**src/rtl/arith_pipe_vr_pkg.sv**
```systemverilog
// ============================================================================
//  Module   : arith_pipe_pkg
//  Purpose  : Shared widths, stage-valid type and helpers for arith_pipe_vr.
//  Revision : 1.0  initial release
// ============================================================================
`default_nettype none

package arith_pipe_pkg;

   // Number of valid+data stages in the pipe.
   localparam int NUM_STAGES = 3;

   // Occupancy counter width; holds 0..NUM_STAGES.
   localparam int OCC_W = 2;

   // One valid bit per stage, bit 0 = first stage.
   typedef logic [NUM_STAGES-1:0] stage_vld_t;

   // Width of x+y: one carry bit above the operand width, so it never overflows.
   function automatic int SW(input int w);
      return w + 1;
   endfunction

   // Width of (x+y)^2: square of a (W+1)-bit value.
   function automatic int S2W(input int w);
      return 2 * w + 2;
   endfunction

   // Width of x^2 - OFFSET: wraps modulo 2^(2W).
   function automatic int XW(input int w);
      return 2 * w;
   endfunction

   // Count of set stage-valid bits.
   function automatic logic [OCC_W-1:0] popcnt3(input stage_vld_t v);
      return OCC_W'(v[0]) + OCC_W'(v[1]) + OCC_W'(v[2]);
   endfunction

endpackage : arith_pipe_pkg

`default_nettype wire

```
**src/rtl/arith_pipe_vr_slot.sv**
```systemverilog
// ============================================================================
//  Module   : pipe_slot
//  Purpose  : One valid/ready pipeline stage (valid bit + data register).
//             Ready toward upstream is combinational: the slot can take a new
//             item when it is empty or when its item leaves this cycle, which
//             lets bubbles collapse without a skid buffer.
//  Revision : 1.0  initial release
// ============================================================================
`default_nettype none

module pipe_slot #(
   parameter int DW = 8
) (
   input  logic          clk,
   input  logic          rst_n,
   input  logic          flush,
   input  logic          up_valid,
   output logic          up_ready,
   input  logic [DW-1:0] up_data,
   output logic          dn_valid,
   input  logic          dn_ready,
   output logic [DW-1:0] dn_data
);

   logic          r_valid;
   logic [DW-1:0] r_data;
   logic          w_load;

   // The slot advances whenever it is empty or its current item is taken.
   assign up_ready = !r_valid | dn_ready;

   // Data only moves on a real transfer; a flushed offer is not captured.
   assign w_load   = up_valid & up_ready & !flush;

   assign dn_valid = r_valid;
   assign dn_data  = r_data;

   // Valid tracks the advance rule; flush wins over any incoming item.
   always_ff @(posedge clk or negedge rst_n) begin
      if (!rst_n) begin
         r_valid <= 1'b0;
      end else if (flush) begin
         r_valid <= 1'b0;
      end else if (up_ready) begin
         r_valid <= up_valid;
      end
   end

   // Data register: cleared on reset, untouched by flush, loads on transfer.
   always_ff @(posedge clk or negedge rst_n) begin
      if (!rst_n) begin
         r_data <= '0;
      end else if (w_load) begin
         r_data <= up_data;
      end
   end

endmodule : pipe_slot

`default_nettype wire

```
**src/rtl/arith_pipe_vr.sv**
```systemverilog
// ============================================================================
//  Module   : arith_pipe_vr
//  Purpose  : 3-stage unsigned arithmetic pipe with valid/ready on both sides.
//             s2  = (x+y)^2              (full 2W+2 width)
//             out = (x^2 - OFFSET) mod 2^(2W)
//             Stage 1 holds {x+y, x}, stage 2 holds {(x+y)^2, x}, stage 3
//             holds {s2, out}; arithmetic sits between slots so both results
//             leave straight from registers.
//  Revision : 1.0  initial release
// ============================================================================
`default_nettype none

module arith_pipe_vr
   import arith_pipe_pkg::*;
#(
   parameter int          W      = 8,
   parameter int unsigned OFFSET = 1
) (
   input  logic               clk,
   input  logic               rst_n,
   input  logic               flush,
   input  logic               in_valid,
   output logic               in_ready,
   input  logic [W-1:0]       x,
   input  logic [W-1:0]       y,
   output logic               out_valid,
   input  logic               out_ready,
   output logic [2*W+1:0]     s2,
   output logic [2*W-1:0]     out,
   output logic [OCC_W-1:0]   occupancy
);

   localparam int c_sw  = SW(W);
   localparam int c_s2w = S2W(W);
   localparam int c_xw  = XW(W);

   // Offset reduced to the result width so the subtraction wraps modulo 2^(2W).
   localparam logic [c_xw-1:0] c_offset = c_xw'(OFFSET);

   localparam int c_d1w = c_sw + W;       // {sum, x}
   localparam int c_d2w = c_s2w + W;      // {square, x}
   localparam int c_d3w = c_s2w + c_xw;   // {s2, out}

   // ---------------------------------------------------------------- stage 1
   logic [c_sw-1:0]  w_sum;
   logic             w_v1;
   logic             w_rdy2;
   logic [c_d1w-1:0] w_s1_data;
   logic [c_sw-1:0]  w_s1_sum;
   logic [W-1:0]     w_s1_x;

   // Zero-extend both operands so the carry lands in the extra bit.
   assign w_sum = c_sw'(x) + c_sw'(y);

   pipe_slot #(
      .DW (c_d1w)
   ) u_slot1 (
      .clk      (clk),
      .rst_n    (rst_n),
      .flush    (flush),
      .up_valid (in_valid),
      .up_ready (in_ready),
      .up_data  ({w_sum, x}),
      .dn_valid (w_v1),
      .dn_ready (w_rdy2),
      .dn_data  (w_s1_data)
   );

   assign {w_s1_sum, w_s1_x} = w_s1_data;

   // ---------------------------------------------------------------- stage 2
   logic [c_s2w-1:0] w_sq;
   logic             w_v2;
   logic             w_rdy3;
   logic [c_d2w-1:0] w_s2_data;
   logic [c_s2w-1:0] w_s2_sq;
   logic [W-1:0]     w_s2_x;

   // (W+1)-bit square fits exactly in 2W+2 bits; no truncation occurs.
   assign w_sq = c_s2w'(w_s1_sum) * c_s2w'(w_s1_sum);

   pipe_slot #(
      .DW (c_d2w)
   ) u_slot2 (
      .clk      (clk),
      .rst_n    (rst_n),
      .flush    (flush),
      .up_valid (w_v1),
      .up_ready (w_rdy2),
      .up_data  ({w_sq, w_s1_x}),
      .dn_valid (w_v2),
      .dn_ready (w_rdy3),
      .dn_data  (w_s2_data)
   );

   assign {w_s2_sq, w_s2_x} = w_s2_data;

   // ---------------------------------------------------------------- stage 3
   logic [c_xw-1:0]  w_xsq;
   logic [c_xw-1:0]  w_res;
   logic [c_d3w-1:0] w_s3_data;

   // x^2 fits in 2W bits; subtracting the offset wraps (x=0, OFFSET=1 -> all ones).
   assign w_xsq = c_xw'(w_s2_x) * c_xw'(w_s2_x);
   assign w_res = w_xsq - c_offset;

   pipe_slot #(
      .DW (c_d3w)
   ) u_slot3 (
      .clk      (clk),
      .rst_n    (rst_n),
      .flush    (flush),
      .up_valid (w_v2),
      .up_ready (w_rdy3),
      .up_data  ({w_s2_sq, w_res}),
      .dn_valid (out_valid),
      .dn_ready (out_ready),
      .dn_data  (w_s3_data)
   );

   assign {s2, out} = w_s3_data;

   // ------------------------------------------------------------- occupancy
   stage_vld_t w_vld;

   // Sum of the registered stage valids, so it changes only on clock edges.
   assign w_vld     = {out_valid, w_v2, w_v1};
   assign occupancy = popcnt3(w_vld);

endmodule : arith_pipe_vr

`default_nettype wire

```
**config.mk**
```make
export PLATFORM = sky130hd
export DESIGN_NAME = arith_pipe_vr
export DESIGN_NICKNAME = d
export VERILOG_FILES = /design/src/rtl/arith_pipe_vr_pkg.sv /design/src/rtl/arith_pipe_vr_slot.sv /design/src/rtl/arith_pipe_vr.sv
export SDC_FILE = /design/constraint.sdc
export NUM_CORES = 1
export LEC_CHECK = 0
export ABC_AREA = 1
export CAP_MARGIN = 20
export CORE_MARGIN = 1.5
export CORE_UTILIZATION = 45
export CTS_CLUSTER_DIAMETER = 120
export CTS_CLUSTER_SIZE = 24
export DETAILED_ROUTE_END_ITERATION = 8
export HOLD_SLACK_MARGIN = 0.08
export PLACE_DENSITY_LB_ADDON = 0.08
export REMOVE_ABC_BUFFERS = 1
export SLEW_MARGIN = 20
export SYNTH_ARGS = -nofsm -noshare
export SYNTH_HDL_FRONTEND = slang
export SYNTH_SLANG_ARGS = --single-unit
```
**constraint.sdc**
```tcl
create_clock -name clk -period 3.65 [get_ports clk]
set_input_delay 0.73 -clock clk [delete_from_list [all_inputs] [get_ports clk]]
set_output_delay 0.73 -clock clk [all_outputs]
set_load 0.05 [all_outputs]
```
==> flow_metrics.rpt, run 1 <==
IMPLEMENTATION SUMMARY REPORT
----------------------------------------------------
[Final layout]
  Layout Area Growth over Synthesis ........................ 35.7%
  Area of combinational cells with multiple inputs ........................ 5560 sq um
  Final instance area ........................ 10500 sq um

[Drt]
  Final wirelength ........................ 17700 um
  Detailed-router iteration count before antenna repair ........................ 4
  Top sig layer ........................ met4
  Met1 layer wirelength in the final routing ........................ 8690 um
  Final routed DRC violation total ........................ 0
  Metal2 WL ........................ 8260 um
  Final ANT Viol Nets ........................ 0

[Synth]
  Synthesized registers ........................ 77
  Synth unique cells ........................ 39
  Post-synthesis area per instance ........................ 7.53 sq um
  Cell area after technology mapping ........................ 7760 sq um
  Total of warnings raised by yosys ........................ 0

[Placement]
  Number of I/O port buffers ........................ 57
  Number of placed instances with taps included ........................ 1353

[Timing]
  Setup Skew ........................ 0.0142 ns
  Total setup violations reported at the end of the flow ........................ 19
  Final Slew Violations ........................ 0
  Worst path setup slack after routing ........................ -0.155 ns
  Number of endpoints with negative hold slack in the final report ........................ 0

[Clock tree]
  Clock H-tree levels ........................ 3
  Cts repair resizes ........................ 147
  Clock Sink Count ........................ 77
  Clock tree from TritonCTS ........................ done
  Quantity of hold-fixing buffers added after cts ........................ 0

[Outcome]
  Violations in the final reports ........................ negative setup slack
  Status ........................ finished, violations left

[Global routing]
  Initial antenna violation count ........................ 0
  GR Layer Usage met3 ........................ 0.0317

[Critical path]
  Largest stage delay on the critical path ........................ 0.57 ns
  Data arrival time of the critical path ........................ 4.04 ns
  Critical Path Source Type ........................ register
  Endpoint type of the worst setup path ........................ register
  Cell type group with the largest total delay on the critical path ........................ adder cells

[Die]
  Floorplan die area ........................ 18000 sq um

[Run]
  Tool warning count ........................ 34

----------------------------------------------------
[run 1: layout make-up]
type,instances,area share
clock inverters,5,0.00333
repair buffers,172,0.144
multi-input cells,665,0.527
clock buffers,11,0.0221
inverters,256,0.0919
well taps,220,0.0261
flip-flops and latches,77,0.185
[run 1: kinds of logic (layout without fill, tap and decap cells)]
group | count (synthesis) | in the layout | synth area share
flip-flops | 77 | 77 | 0.248
buffers and inverters | 289 | 444 | 0.147
AND-OR/OR-AND | 84 | 84 | 0.0611
adder cells (fa/ha/maj) | 143 | 143 | 0.292
AND/OR/NAND/NOR | 409 | 409 | 0.219
multiplexers | 1 | 1 | 0.00129
XOR/XNOR | 27 | 27 | 0.0305
other | 1 | 1 | 0.000483
[run 1: path summary, 6_finish.rpt]
check | slack (ns) | end | depth (start not counted) | startpoint
max | -0.15 | u_slot2.dn_data[24] | 17 | u_slot1.dn_data[10]
min | 0.42 | u_slot3.dn_data[18] | 1 | rst_n
max reg2reg | -0.15 | u_slot2.dn_data[24] | 17 | u_slot1.dn_data[10]
min reg2reg | 0.47 | u_slot3.dn_data[21] | 2 | u_slot2.dn_data[13]
max in group asynchronous | 2.70 | u_slot1.dn_data[15] | 1 | rst_n
min in group clk | 0.47 | u_slot3.dn_data[21] | 2 | u_slot2.dn_data[13]
[run 1: Yosys cell counts (all sizes together)]
master    n  area, sq um
a21o      2         15.0
a31oi     1         6.26
xnor2    12          105
nand3b    5         37.5
a31o      1         8.76
conb      1         3.75
fa       64         1280
o22ai     5         50.1
nand3    35          195
buf      19          123
nor2     43          184
ha       79          988
clkbuf   14         52.6
nand4     7         43.8
o21ai    49          257
or2       5         31.3
nor3      1         5.00
nand2   312         1200
xor2     15          131
inv     256          963
o21bai    3         22.5
mux2i     1         10.0
and2      1         6.26
a21oi    23          115
dfrtp    77         1930
run_1/layer_met3.png
Scale: 2 px per um. Cells faint in the background.
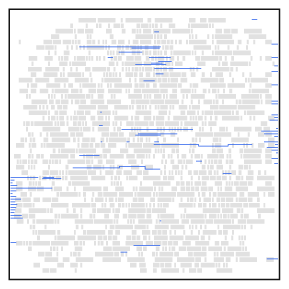
- wire length on this layer: 505 um
- longest straight run: 40.5 um
- nets with wire on the layer: 60

run_1/layer_met2.png
Scale: 2 px per um.
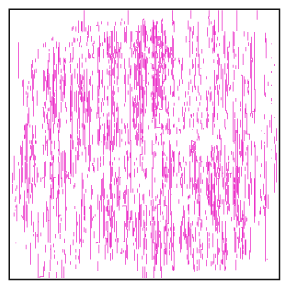
- nets with wire on the layer: 1092
- wire length on this layer: 8260 um
- share of all routed wire: 47%
- longest straight run: 45.0 um
- main direction: vertical

run_1/power_grid.png
Scale: 3 px per um. Pins as bars on the die edge. Tap cells in gray.
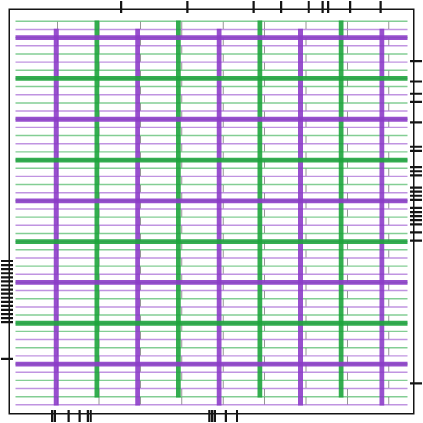
- VSS: purple
- VDD: green
- tap cells: 220
- met1 rails: 48
- signal pins: 59
- met5 straps: 9

==> run 2: changes to the inputs <==
--- a/config.mk
+++ b/config.mk
@@ -7,11 +7,12 @@
 export LEC_CHECK = 0
 export ABC_AREA = 1
 export CAP_MARGIN = 20
-export CORE_MARGIN = 1.5
+export CORE_MARGIN = 2
 export CORE_UTILIZATION = 45
 export CTS_CLUSTER_DIAMETER = 120
 export CTS_CLUSTER_SIZE = 24
 export DETAILED_ROUTE_END_ITERATION = 8
+export GPL_ROUTABILITY_DRIVEN = 0
 export HOLD_SLACK_MARGIN = 0.08
 export PLACE_DENSITY_LB_ADDON = 0.08
 export REMOVE_ABC_BUFFERS = 1
run_2/clocks.png
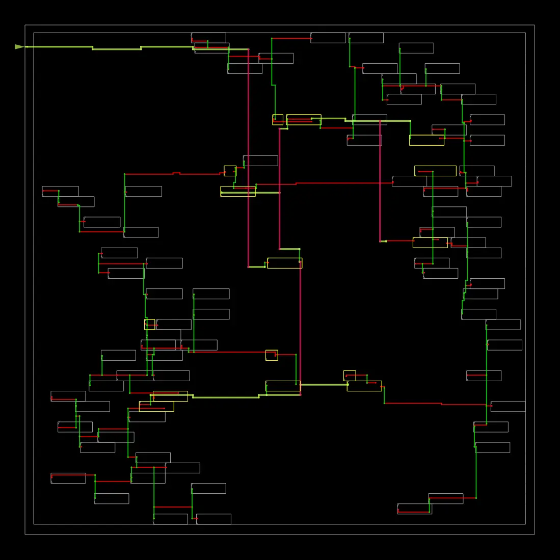
worst skew pair latency: 0.35 ns
Layout clock buffers: 9
flip-flops: 77

==> flow_metrics.rpt, run 2 <==
IMPLEMENTATION SUMMARY REPORT
----------------------------------------------------
[Clock tree]
  Cts repair resizes ........................ 140 (-4.8%)
  Clock Sink Count ........................ 77 (unchanged)
  Clock tree from TritonCTS ........................ done

[Final layout]
  Layout Area Growth over Synthesis ........................ 35.8% (about the same)

[Critical path]
  Data arrival time of the critical path ........................ 4.05 ns (about the same)
  Timing endpoint of the critical path ........................ u_slot2.dn_data[23]
  Endpoint type of the worst setup path ........................ register
  Reg2Reg Capture Point ........................ u_slot2.dn_data[23]
  Worst r2r path cells ........................ 16 (-1)
  Largest stage delay on the critical path ........................ 0.55 ns (-0.02 ns)
  Critical Path Source Type ........................ register
  Worst R2R Setup Slack ........................ -0.16 ns (about the same)
  Launch instance of the worst register-to-register path ........................ u_slot1.dn_data[10]

[Synth]
  Async SR Flop Fraction ........................ 1.00 (unchanged)
  Cell area after technology mapping ........................ 7760 sq um (unchanged)
  Most common flop cell mapped by yosys ........................ sky130_fd_sc_hd__dfrtp_1
  Number of synthesized flops with an enable pin ........................ 0 (unchanged)
  Top cell type by total area after synthesis ........................ sky130_fd_sc_hd__dfrtp_1
  Top cell types by occurrence after synthesis ........................ sky130_fd_sc_hd__nand2_1, sky130_fd_sc_hd__inv_1, sky130_fd_sc_hd__ha_1
  Top area cells in the synthesized netlist ........................ sky130_fd_sc_hd__dfrtp_1, sky130_fd_sc_hd__fa_1, sky130_fd_sc_hd__nand2_1, sky130_fd_sc_hd__ha_1, sky130_fd_sc_hd__inv_1
  Proportion of netlist area held by the largest area contributor ........................ 0.248 (unchanged)
  Cell with the most instances after synthesis ........................ sky130_fd_sc_hd__nand2_1

[Timing]
  Number of endpoints with negative hold slack in the final report ........................ 0 (unchanged)
  Total setup violations reported at the end of the flow ........................ 20 (+1)
  Worst path setup slack after routing ........................ -0.163 ns (-0.00806 ns)
  Setup Skew ........................ 0.0108 ns (-0.00339 ns)

[Drt]
  Detailed-router iteration count before antenna repair ........................ 4 (unchanged)
  Final ANT Viol Nets ........................ 0 (unchanged)
  Metal2 WL ........................ 8120 um (-1.7%)
  Met1 layer wirelength in the final routing ........................ 8550 um (-1.6%)
  Final wirelength ........................ 17400 um (-1.7%)

[Run]
  Tool warning count ........................ 34 (unchanged)

[Global routing]
  GR Layer Usage met3 ........................ 0.0337 (+0.00192)

[Outcome]
  Violations in the final reports ........................ negative setup slack
  Status ........................ finished, violations left

[Die]
  Floorplan die area ........................ 18300 sq um (+1.5%)

[Placement]
  Number of I/O port buffers ........................ 57 (unchanged)

----------------------------------------------------
run 2: through the flow:
step	instance area (sq um)	hold WS, ns	cells	utilization	setup slack (ns)
after detailed placement	9000	0.460	1355	0.528	-0.353
after global placement	9000	0.458	1355	0.528	-0.307
final	10500	0.422	1405	0.618	-0.163
after floorplan	7590	0.434	998	-	-0.241
after global routing	10500	0.487	1405	0.618	-0.309
after CTS	10100	0.470	1393	0.591	-0.137
run 2: area by class of cell:
cell class,instances,area [sq um]
Fill cell,1535,6520
Sequential cell,77,1950
Multi-Input combinational cell,665,5550
Tap cell,225,282
Clock buffer,9,225
Clock inverter,6,71.3
Timing Repair Buffer,167,1500
Inverter,256,963
run 2: worst min-delay path by stage:
stage,from,endpoint,slack [ns]
after global routing,rst_n,u_slot3.dn_data[15],0.49
after global placement,u_slot2.dn_data[13],u_slot3.dn_data[21],0.46
final,rst_n,u_slot3.dn_data[15],0.42
after floorplan,rst_n,u_slot1.dn_data[0],0.43
after detailed placement,u_slot2.dn_data[13],u_slot3.dn_data[21],0.46
after CTS,u_slot2.dn_data[13],u_slot3.dn_data[21],0.47
run 2: cell families (layout without fill, tap and decap cells):
kind of cell | Yosys count | after routing | share of synthesized area
compound gates | 84 | 84 | 0.0611
mux | 1 | 1 | 0.00129
other cells | 1 | 1 | 0.000483
buf+inv | 289 | 438 | 0.147
xor+xnor | 27 | 27 | 0.0305
simple gates | 409 | 409 | 0.219
flops | 77 | 77 | 0.248
fa+ha+maj | 143 | 143 | 0.292
